$ cat config.mk
export PLATFORM = sky130hd
export DESIGN_NAME = ex_hazard_ctrl
export DESIGN_NICKNAME = d
export VERILOG_FILES = /design/src/rtl/ex_hazard_ctrl.sv
export SDC_FILE = /design/constraint.sdc
export NUM_CORES = 1
export LEC_CHECK = 0
export CAP_MARGIN = 25
export CORE_UTILIZATION = 25
export DETAILED_ROUTE_END_ITERATION = 7
export GPL_TIMING_DRIVEN = 0
export PLACE_DENSITY = 0.64
export SYNTH_ARGS = -nofsm -noshare
export SYNTH_HDL_FRONTEND = slang
export SYNTH_SLANG_ARGS = --single-unit
$ cat constraint.sdc
create_clock -name i_clk -period 2.85 [get_ports i_clk]
set_input_delay 0.285 -clock i_clk [delete_from_list [all_inputs] [get_ports i_clk]]
set_output_delay 0.285 -clock i_clk [all_outputs]
set_load 0.01 [all_outputs]
$ cat src/rtl/ex_hazard_ctrl.sv
// ----------------------------------------------------------------------------
// ex_hazard_ctrl
//
// Hazard controller for the ID -> EX -> MEM section of the RV32IC pipeline.
// It decides, every cycle, whether the front end must hold, whether EX gets a
// bubble, whether the wrong path is squashed after a taken jump/branch, and
// which source the EX-stage ALU uses for operands A and B.
//
// Priority of the per-cycle decision (highest first):
//   data-memory busy > taken jump > post-redirect flush > load-use > run
//
// Ports
//   i_clk, i_reset               clock, synchronous active-high reset
//   i_id_*                       ID-stage instruction: valid, rs1/rs2, use flags
//   i_ex_*                       EX-stage instruction: valid, rd, RegWrite, MemRead
//   i_mem_*                      MEM-stage instruction: rd, RegWrite, valid
//   i_jmp, i_jmp_pc              ALU taken jump/branch and its target
//   i_mem_busy                   data memory not ready
//   o_stall_if, o_stall_id       hold PC and IF/ID
//   o_stall_ex                   hold ID/EX and EX/MEM (memory wait)
//   o_bubble_ex                  load a NOP into ID/EX at the next edge
//   o_flush_if, o_flush_id       invalidate IF/ID and ID/EX contents
//   o_pc_load, o_pc_next         PC redirect strobe and target
//   o_fwd_a, o_fwd_b             operand select: 0 regfile, 1 MEM ALU out, 2 WB
//   o_state                      0 RUN, 1 FLUSH, 2 MEMWAIT
//   o_stall_cnt, o_flush_cnt     saturating performance counters
// ----------------------------------------------------------------------------
module ex_hazard_ctrl #(
    parameter int REG_AW       = 5,
    parameter int FLUSH_CYCLES = 2,
    parameter int CNT_W        = 16
) (
    input  logic              i_clk,
    input  logic              i_reset,
    input  logic              i_id_valid,
    input  logic [REG_AW-1:0] i_id_rs1,
    input  logic [REG_AW-1:0] i_id_rs2,
    input  logic              i_id_use_rs1,
    input  logic              i_id_use_rs2,
    input  logic              i_ex_valid,
    input  logic [REG_AW-1:0] i_ex_rd,
    input  logic              i_ex_RegWrite,
    input  logic              i_ex_MemRead,
    input  logic [REG_AW-1:0] i_mem_rd,
    input  logic              i_mem_RegWrite,
    input  logic              i_mem_valid,
    input  logic              i_jmp,
    input  logic [31:0]       i_jmp_pc,
    input  logic              i_mem_busy,
    output logic              o_stall_if,
    output logic              o_stall_id,
    output logic              o_stall_ex,
    output logic              o_bubble_ex,
    output logic              o_flush_if,
    output logic              o_flush_id,
    output logic              o_pc_load,
    output logic [31:0]       o_pc_next,
    output logic [1:0]        o_fwd_a,
    output logic [1:0]        o_fwd_b,
    output logic [1:0]        o_state,
    output logic [CNT_W-1:0]  o_stall_cnt,
    output logic [CNT_W-1:0]  o_flush_cnt
);

    // FLUSH_CYCLES is limited to 1..15, so four bits hold the refill count.
    localparam int FC_W = 4;

    typedef enum logic [1:0] {
        ST_RUN     = 2'd0,
        ST_FLUSH   = 2'd1,
        ST_MEMWAIT = 2'd2
    } state_t;

    localparam logic [1:0] FWD_RF  = 2'd0;
    localparam logic [1:0] FWD_MEM = 2'd1;
    localparam logic [1:0] FWD_WB  = 2'd2;

    state_t            state_q, state_d;
    state_t            eff_state;
    logic [FC_W-1:0]   fcnt_q, fcnt_d;
    logic [1:0]        fwd_a_q, fwd_a_d;
    logic [1:0]        fwd_b_q, fwd_b_d;
    logic [CNT_W-1:0]  stall_cnt_q, stall_cnt_d;
    logic [CNT_W-1:0]  flush_cnt_q, flush_cnt_d;

    logic              jmp_taken;
    logic              load_use;
    logic              ex_writes;
    logic              mem_writes;

    logic              stall_if, stall_id, stall_ex, bubble_ex;
    logic              flush_if, flush_id, pc_load;
    logic [31:0]       pc_next;

    // Counters stick at all-ones instead of wrapping.
    function automatic logic [CNT_W-1:0] sat_inc(input logic [CNT_W-1:0] v);
        logic [CNT_W-1:0] one;
        one = {{(CNT_W-1){1'b0}}, 1'b1};
        return (&v) ? v : (v + one);
    endfunction

    // Forwarding source for one operand. x0 is hard-wired zero and never
    // forwards; the younger producer in EX wins over the one in MEM.
    function automatic logic [1:0] fwd_sel(
        input logic              use_rs,
        input logic [REG_AW-1:0] rs,
        input logic              ex_ok,
        input logic [REG_AW-1:0] ex_rd,
        input logic              mem_ok,
        input logic [REG_AW-1:0] mem_rd
    );
        if (!use_rs || (rs == '0)) begin
            return FWD_RF;
        end
        if (ex_ok && (rs == ex_rd)) begin
            return FWD_MEM;
        end
        if (mem_ok && (rs == mem_rd)) begin
            return FWD_WB;
        end
        return FWD_RF;
    endfunction

    assign jmp_taken  = i_jmp & i_ex_valid;
    assign ex_writes  = i_ex_valid & i_ex_RegWrite;
    assign mem_writes = i_mem_valid & i_mem_RegWrite;

    assign load_use = i_ex_valid & i_ex_MemRead & i_ex_RegWrite &
                      (i_ex_rd != '0) & i_id_valid &
                      ((i_id_use_rs1 & (i_id_rs1 == i_ex_rd)) |
                       (i_id_use_rs2 & (i_id_rs2 == i_ex_rd)));

    // Leaving MEMWAIT resumes whatever mode was interrupted: a nonzero refill
    // count means the wait began inside a flush window. The resumed mode is
    // evaluated in the same cycle busy drops.
    always_comb begin
        eff_state = state_q;
        if (state_q == ST_MEMWAIT) begin
            eff_state = (fcnt_q != '0) ? ST_FLUSH : ST_RUN;
        end
    end

    always_comb begin
        stall_if    = 1'b0;
        stall_id    = 1'b0;
        stall_ex    = 1'b0;
        bubble_ex   = 1'b0;
        flush_if    = 1'b0;
        flush_id    = 1'b0;
        pc_load     = 1'b0;
        pc_next     = 32'd0;
        state_d     = eff_state;
        fcnt_d      = fcnt_q;
        fwd_a_d     = fwd_a_q;
        fwd_b_d     = fwd_b_q;
        stall_cnt_d = stall_cnt_q;
        flush_cnt_d = flush_cnt_q;

        if (i_reset) begin
            // Every control output stays low; registers clear in always_ff.
            state_d     = ST_RUN;
            fcnt_d      = '0;
            fwd_a_d     = FWD_RF;
            fwd_b_d     = FWD_RF;
            stall_cnt_d = '0;
            flush_cnt_d = '0;
        end else if (i_mem_busy) begin
            // Freeze everything; a pending jump is re-presented once EX moves.
            stall_if    = 1'b1;
            stall_id    = 1'b1;
            stall_ex    = 1'b1;
            state_d     = ST_MEMWAIT;
            stall_cnt_d = sat_inc(stall_cnt_q);
        end else begin
            if (jmp_taken) begin
                pc_load     = 1'b1;
                pc_next     = i_jmp_pc;
                flush_if    = 1'b1;
                flush_id    = 1'b1;
                flush_cnt_d = sat_inc(flush_cnt_q);
                if (FLUSH_CYCLES > 1) begin
                    fcnt_d  = FC_W'(FLUSH_CYCLES - 1);
                    state_d = ST_FLUSH;
                end else begin
                    fcnt_d  = '0;
                    state_d = ST_RUN;
                end
            end else if (eff_state == ST_FLUSH) begin
                // Instructions arriving in ID are still wrong-path fetches.
                flush_id = 1'b1;
                if (fcnt_q <= FC_W'(1)) begin
                    fcnt_d  = '0;
                    state_d = ST_RUN;
                end else begin
                    fcnt_d  = fcnt_q - FC_W'(1);
                    state_d = ST_FLUSH;
                end
            end else if (load_use) begin
                // One bubble suffices: next cycle the load sits in MEM and
                // its result is reachable through the WB forward path.
                stall_if    = 1'b1;
                stall_id    = 1'b1;
                bubble_ex   = 1'b1;
                stall_cnt_d = sat_inc(stall_cnt_q);
                state_d     = ST_RUN;
            end else begin
                state_d = ST_RUN;
            end

            // Selects follow the instruction entering EX; a bubble or a
            // squashed slot reads nothing, so it gets the regfile path.
            if (bubble_ex || flush_id) begin
                fwd_a_d = FWD_RF;
                fwd_b_d = FWD_RF;
            end else begin
                fwd_a_d = fwd_sel(i_id_use_rs1, i_id_rs1, ex_writes, i_ex_rd,
                                  mem_writes, i_mem_rd);
                fwd_b_d = fwd_sel(i_id_use_rs2, i_id_rs2, ex_writes, i_ex_rd,
                                  mem_writes, i_mem_rd);
            end
        end
    end

    always_ff @(posedge i_clk) begin
        if (i_reset) begin
            state_q     <= ST_RUN;
            fcnt_q      <= '0;
            fwd_a_q     <= FWD_RF;
            fwd_b_q     <= FWD_RF;
            stall_cnt_q <= '0;
            flush_cnt_q <= '0;
        end else begin
            state_q     <= state_d;
            fcnt_q      <= fcnt_d;
            fwd_a_q     <= fwd_a_d;
            fwd_b_q     <= fwd_b_d;
            stall_cnt_q <= stall_cnt_d;
            flush_cnt_q <= flush_cnt_d;
        end
    end

    assign o_stall_if  = stall_if;
    assign o_stall_id  = stall_id;
    assign o_stall_ex  = stall_ex;
    assign o_bubble_ex = bubble_ex;
    assign o_flush_if  = flush_if;
    assign o_flush_id  = flush_id;
    assign o_pc_load   = pc_load;
    assign o_pc_next   = pc_next;
    assign o_fwd_a     = fwd_a_q;
    assign o_fwd_b     = fwd_b_q;
    assign o_state     = state_q;
    assign o_stall_cnt = stall_cnt_q;
    assign o_flush_cnt = flush_cnt_q;

endmodule

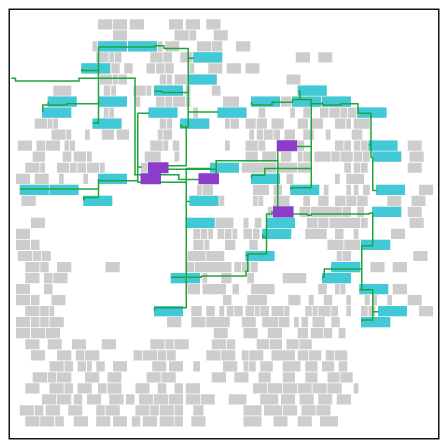
Figure 1: run 1, clock network drawn from the DEF.
Green stands for clock wires, length 596 um. Purple stands for clock-net drivers, count 5. Cyan stands for flip-flops, count 42.
There are 6 routed clock nets.
clock share of power: 31.5%
clk_skew: 3.51 ps
Power Clock: 0.401 mW
Worst-Skew Late Latency: 290 ps

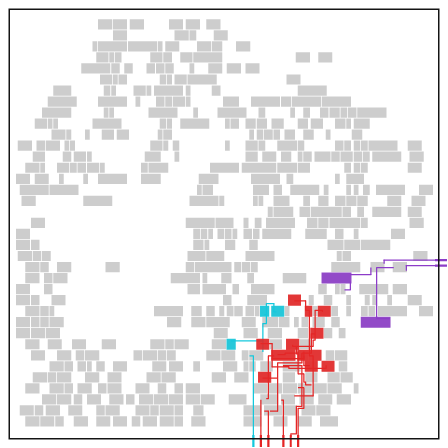
Figure 2: run 1, port wiring.
Cyan stands for i_ex_RegWrite, direction input, end cells 3, buffers 1, wire 46.3 um. Red stands for i_id_rs2, direction input, end cells 12, buffers 5, wire 216 um. Purple stands for o_fwd_b, direction output, end cells 2, buffers 2, wire 52.9 um.
PortBufs: 139
I/O Pins: 141

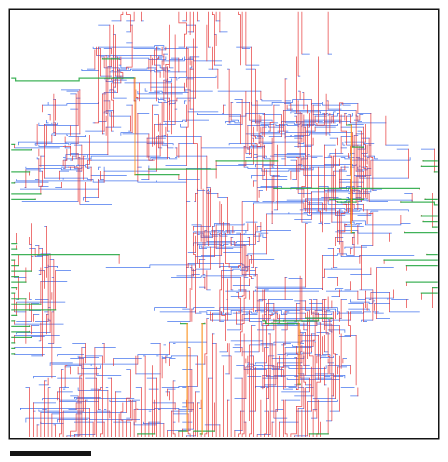
Figure 3: run 1, wiring by layer.
The bar under the picture is 20 um long.
Green stands for M3, wire length 356 um. Red stands for M2, wire length 4320 um. Blue stands for M1, wire length 3510 um. Orange stands for M4, wire length 119 um.
WL/cell: 13.6 um
Post-Route WL: 8300 um
vias: 2892
Tot GR Track Use: 14.4%

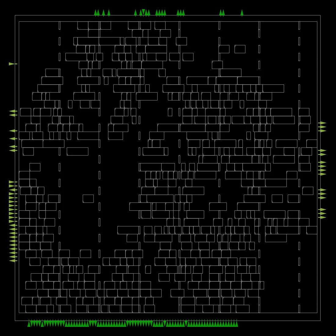
Figure 4: run 1, cell placement.
Layout Cells excl Fill: 610
core area: 10400 um2
# rows: 37

==> impl_metrics.json, run 1 <==
{
  "cap_viol_max_count": 0,
  "yosysWarnings": 0,
  "synthMuxAreaShare_pct": 2.47,
  "grt_pass1_vias": 2760,
  "inv_count": 4,
  "aoi_share_pct": 9.66,
  "pre_cts_slack_ps": -269,
  "syn_nets": 394,
  "p_comb_share_pct": 21.3,
  "fmaxAchievable_mhz": 356,
  "period_used_pct": 98.5,
  "busiest_layer": "met2",
  "use_met3_pct": 3.09,
  "timing.final.hold_violations": 0,
  "grt-ovfl-total": 0,
  "final_nets": 542,
  "die_x_um": 106,
  "top_cell": "dfxtp_1",
  "antenna_found_initial": 0,
  "fp-utilization_pct": 25.8,
  "top_area_share_pct": 31.4,
  "clkCellAreaFrac_pct": 2.06,
  "avgSynthCellArea_um2": 8.25,
  "top_layer_used": "met4",
  "hold_depth": 2,
  "rrSetupSlack_ps": 600,
  "seq_area_um2": 841,
  "ir_drop_mv": 0.290,
  "power_mw": 1.27,
  "grt_max_degree": 20,
  "synth_seq_share_pct": 31.4,
  "topCellsByArea": "dfxtp_1 (31%), and2_1 (7.9%), xor2_1 (7.2%), nor2_1 (5.7%), xnor2_1 (4.6%)",
  "drt_first_pass_iters": 4,
  "vias_per_cell": 4.74,
  "cts_resized": 8,
  "htree_levels": 2,
  "yosys.cell_types.count": 48,
  "p_comb_mw": 0.271,
  "synth-async-reset-ratio_pct": 0,
  "relSlewSlack_pct": 65.7,
  "status": "completed",
  "seq_share_pct": 19.0
}
==> run 2: changes to the inputs <==
--- a/config.mk
+++ b/config.mk
@@ -6,6 +6,7 @@
 export NUM_CORES = 1
 export LEC_CHECK = 0
 export CAP_MARGIN = 25
+export CORE_MARGIN = 5
 export CORE_UTILIZATION = 25
 export DETAILED_ROUTE_END_ITERATION = 7
 export GPL_TIMING_DRIVEN = 0
==> impl_metrics.json, run 2 <==
{
  "status": "completed",
  "final_nets": 542,
  "ir_drop_mv": 0.207,
  "busiest_layer": "met2",
  "vias_per_cell": 4.70,
  "syn_nets": 394,
  "grt-ovfl-total": 0,
  "routedWlPerCell_um": 14.3,
  "timing.final.hold_violations": 0,
  "period_used_pct": 93.3,
  "yosys.cell_types.count": 48,
  "antenna_found_initial": 0,
  "pre_cts_slack_ps": -261,
  "cap_viol_max_count": 0,
  "drt_first_pass_iters": 4,
  "grtUsageTotal_pct": 13.3,
  "top_area_share_pct": 31.4,
  "aoi_share_pct": 9.66,
  "portBuffers": 139,
  "p_comb_share_pct": 21.8,
  "die_x_um": 114,
  "ios": 141,
  "clkLatencyLatePin_ps": 290,
  "rows": 37,
  "pg_clk_mw": 0.363,
  "top_layer_used": "met4",
  "p_clk_share_pct": 29.5,
  "final.setup_skew_ps": 6.45,
  "fp-utilization_pct": 25.8,
  "grt_pass1_vias": 2843,
  "hold_depth": 2,
  "avgSynthCellArea_um2": 8.25,
  "synth_seq_share_pct": 31.4,
  "vias": 2861,
  "use_met3_pct": 3.18,
  "p_comb_mw": 0.269,
  "top_cell": "dfxtp_1",
  "synth-async-reset-ratio_pct": 0,
  "rrSetupSlack_ps": 580
}
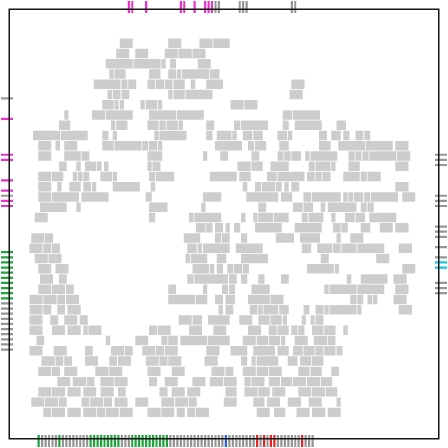
Figure 5: run 2, pin placement.
Pins as bars across the die edge, other pins in grey.
Red stands for i_id_rs2, pins 5, direction input, edge bottom. Magenta stands for o_flush_cnt, pins 16, direction output, edge 9 top, 7 left. Cyan stands for o_fwd_b, pins 2, direction output, edge right. Blue stands for i_ex_RegWrite, pins 1, direction input, edge bottom. Green stands for i_jmp_pc, pins 32, direction input, edge 22 bottom, 10 left.
All pins by edge: 80 bottom, 29 left, 16 top, 16 right.

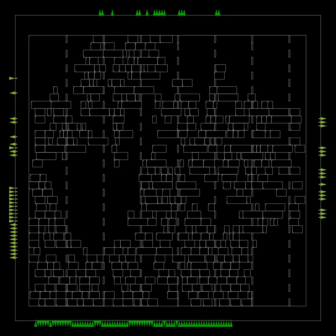
Figure 6: run 2, cell placement.
# fillers: 1039
n_taps: 136
Final Util: 42.4%

Power figures rest on the tool's default switching activity, not on a simulated workload.
